Figure 1. M1 wires.
The bar under the picture is 50 µm long. Cells faint in the background.
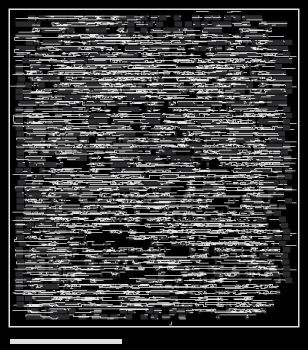
Figure 2. M2 wires.
Cells faint in the background.
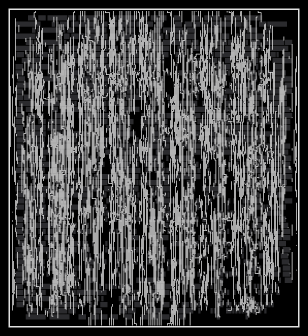
==> config.mk <==
export PLATFORM = sky130hd
export DESIGN_NAME = fetch_stage
export DESIGN_NICKNAME = d
export VERILOG_FILES = /design/src/rtl/fetch_stage.sv
export SDC_FILE = /design/constraint.sdc
export NUM_CORES = 1
export LEC_CHECK = 0
export ABC_AREA = 1
export CAP_MARGIN = 10
export CORE_ASPECT_RATIO = 1.1
export CORE_MARGIN = 2
export CORE_UTILIZATION = 52
export CTS_BUF_LIST = sky130_fd_sc_hd__clkbuf_16
export DETAILED_ROUTE_END_ITERATION = 10
export HOLD_SLACK_MARGIN = 0.03
export PLACE_DENSITY = 0.79
export SETUP_SLACK_MARGIN = 0.4
export SLEW_MARGIN = 20
export SYNTH_ARGS = -nofsm -noshare
export SYNTH_HDL_FRONTEND = slang
export SYNTH_SLANG_ARGS = --single-unit
==> constraint.sdc <==
create_clock -name clk -period 5.3 [get_ports clk]
set_clock_uncertainty 0.2 [all_clocks]
set_input_delay 0.53 -clock clk [delete_from_list [all_inputs] [get_ports clk]]
set_output_delay 0.53 -clock clk [all_outputs]
set_load 0.05 [all_outputs]
==> results.yml <==
# physical design summary
placed_design:
  dp_hpwl_mm: 24.4
  portBuffers: 198
  placed_area_mm2: 0.0110
  place.gp.congestion: 0.956
  place_ws_ns: 2.00
global_route:
  grt_max_degree: 80
  grt_first_pass_wirelength_mm: 50.3
  grt.overflow.total: 0
  grt_pass1_vias: 9274
  antenna_found_initial: 1
  grt_usage: 0.363
final_layout:
  drive_gt1_frac: 0.0508
  nFillCells: 1459
  antennaDiodeCount: 0
  fin_area_mm2: 0.0116
  area_growth_pct: 30.9
  final_util: 0.689
  layout.nets: 1584
final_timing:
  setup_viol: 0
  slew_headroom: 0.420
  hold_viol_final: 0
  timing.final.ws_setup_ns: 2.39
  fin_crit_ns: 2.91
  final.setup.tns_ns: 0
  fin_crit_sh: 0.549
  worst_pin_slew_ns: 0.870
  fmax_mhz: 344
  drv_slew: 0
  rsz0062_at_grt: "no"
synthesis:
  ys_ff: 129
  fp_nets: 1405
  yosysTopAreaCellShare: 0.342
  yosysWarnings: 0
  yosysSeqAreaShare: 0.365
  synth_area_leader_cell: "dfrtp_1"
  netlist_area_mm2: 0.00886
  synth_cell_type_count: 45
  yosys.cell_count.top_type: "nand2_1"
  synthMuxAreaShare: 0
  postSynth.asyncResetShare: 1.00
  ys_sh_xor: 0.0415
  edf_count: 0
  logic_family: "simple AND/OR/NAND/NOR gates"
  yosys_cells: 1304
  yosys.area_share.simple: 0.324
  synthTopCellsByArea: "dfrtp_1 (34%), nand2_1 (20%), inv_1 (7.3%), nand3_1 (5.1%), o21ai_0 (4.8%)"
  yosys_area_mm2: 0.00886
  synthCells: 1304
  ff_type: "dfrtp_1"
  syn_avg_cell_area_um2: 6.79
  ys_sh_aoi: 0.127
  top_cells_by_count: "nand2_1 (469), inv_1 (172), dfrtp_1 (121), nand3_1 (91), o21ai_0 (85)"
  ys_sh_adder: 0.0460
setup_path:
  endpoint_kind: "primary output"
  crit_path_max_fanout: 18
  crit_slowest_cell: "clkdlybuf4s50_1"
  cp_cell_sequence: "clkdlybuf4s50_1"
  path_buffers: 1
  slowest_delay_ns: 0.93
  regToRegSetupSlack_ns: 2.54
  crit_family: "buffers and inverters"
  critPathKind: "reg -> out"
  required_ns: 4.57
  ff2ff_path_depth: 15
  cp-start-kind: "register"
  cp.depth: 1
  worst_ep_arrival_time_ns: 2.18
floorplan:
  floorplan.core_util: 0.526
  ios: 199
  chip_area_mm2: 0.0181
  fp.dieH_um: 141
  row_count: 50
  die_x_um: 128
  coreArea_mm2: 0.0168
route:
  drt_iter0_drc: 888
  route.detailed.drc: 0
  wl_per_cell_um: 19.0
  drt_first_pass_iters: 5
  viasPerCell: 5.63
  drtAntennaViolNets: 0
job:
  warnings: 26
  max_cap_violations: 0
clock_tree:
  h-tree-depth: 4
  cts.hold.buffers_added: 0
  cts-resized-gates: 0
  clock_path_buffers: 2
  post_cts_buffers: 0
  cts_tree: "done"
  root_buffer: "clkbuf_16"
  cts_num_sinks: 129
  numCtsBuffers: 17
  path_clk_slew_ns: 0.07
  clk_latency_ns: 0.43
power_and_ir_drop:
  finalPower_mw: 3.70
  p_leak_nw: 5.60
  peakVddDrop_mv: 0.250
  p_per_area_mw_per_mm2: 319
outcome:
  outcome: "finished clean"
worst_hold_path:
  whs_path_depth: 2
  min-delay-path-class: "reg -> reg"
## Picture notes: Figure 1
share of all routed wire: 40%
nets with wire on the layer: 1413
wire length on this layer: 12900 µm
main direction: horizontal
longest straight run: 45.1 µm
grt met1 use: 0.461
vias post-DR: 9586
final WL: 32.4 mm

## Picture notes: Figure 2
share of all routed wire: 48%
main direction: vertical
longest straight run: 69.4 µm
wire length on this layer: 15600 µm
grt met2 use: 0.612

[worst register-to-register path, stage by stage (launching register included)]
cell and delay, ns:
dfrtp_1 0.42, ha_1 0.27, inv_1 0.08, fa_1 0.42, inv_1 0.10, nand3_1 0.06, nand3_1 0.18, nand3_1 0.10
nand3_1 0.22, nand2_1 0.11, nand2_1 0.07, nand2_1 0.04, nand3_1 0.14, nand2_1 0.07, nand2_1 0.09, nand2_1 0.06
[area by class of cell]
class	instances	area, µm²	area share
clock buffer	17	425	0.0367
timing repair buffer	207	2050	0.177
clock inverter	15	189	0.0163
inverter	174	656	0.0565
tap	208	260	0.0224
sequential	129	3240	0.279
multi-input combinational	954	4780	0.412
[power by group]
group          internal (mW)  switching, mW  leakage (nW)
Sequential              1.10          0.162          1.67
Clock                  0.719          0.539         0.296
Combinational          0.387          0.798          3.64
[cells in the final DEF (no fill, tap or decap), types with 4 or more instances in the layout]
cell,Yosys,final
nor2_2,6,8
a22oi_1,7,7
clkbuf_16,0,17
nor3_2,4,4
xor2_1,33,33
inv_8,0,4
inv_6,0,6
ha_1,31,31
nand3_2,4,4
clkdlybuf4s50_1,0,197
a21oi_1,40,40
o21a_1,9,9
a31oi_1,8,8
nor3_1,12,12
nand4_1,9,9
o21ai_1,4,4
dfstp_2,8,8
nor2_1,83,80
a32o_1,12,12
xnor2_1,9,9
dfrtp_1,121,121
nand3_1,91,91
nand2_1,469,469
buf_4,4,10
o21ai_0,85,85
inv_1,172,171
o21bai_1,7,7
[metal layers]
layer | wire [µm] | track usage | part of all wire | up-vias
li1 | - | - | - | 4522
met1 | 12900 | 0.461 | 0.40 | 4461
met2 | 15600 | 0.612 | 0.48 | 511
met3 | 2590 | 0.0588 | 0.080 | 90
met4 | 1350 | 0.154 | 0.042 | 2
met5 | 16 | 0 | 0.00049 | -
[stage by stage]
stage / cells / hold WS (ns)
global placement: 1672 / 0.245
floorplan: 1304 / 0.233
CTS: 1704 / 0.255
detailed placement: 1672 / 0.244
global route: 1704 / 0.282
finish: 1704 / 0.255
[kinds of logic (layout without fill, tap and decap cells)]
group | after synthesis | count (layout)
AND/OR/NAND/NOR | 691 | 691
buffers and inverters | 221 | 413
adder cells (fa/ha/maj) | 32 | 32
flip-flops | 129 | 129
AND-OR/OR-AND | 189 | 189
XOR/XNOR | 42 | 42
Power and IR drop assume default switching activity.
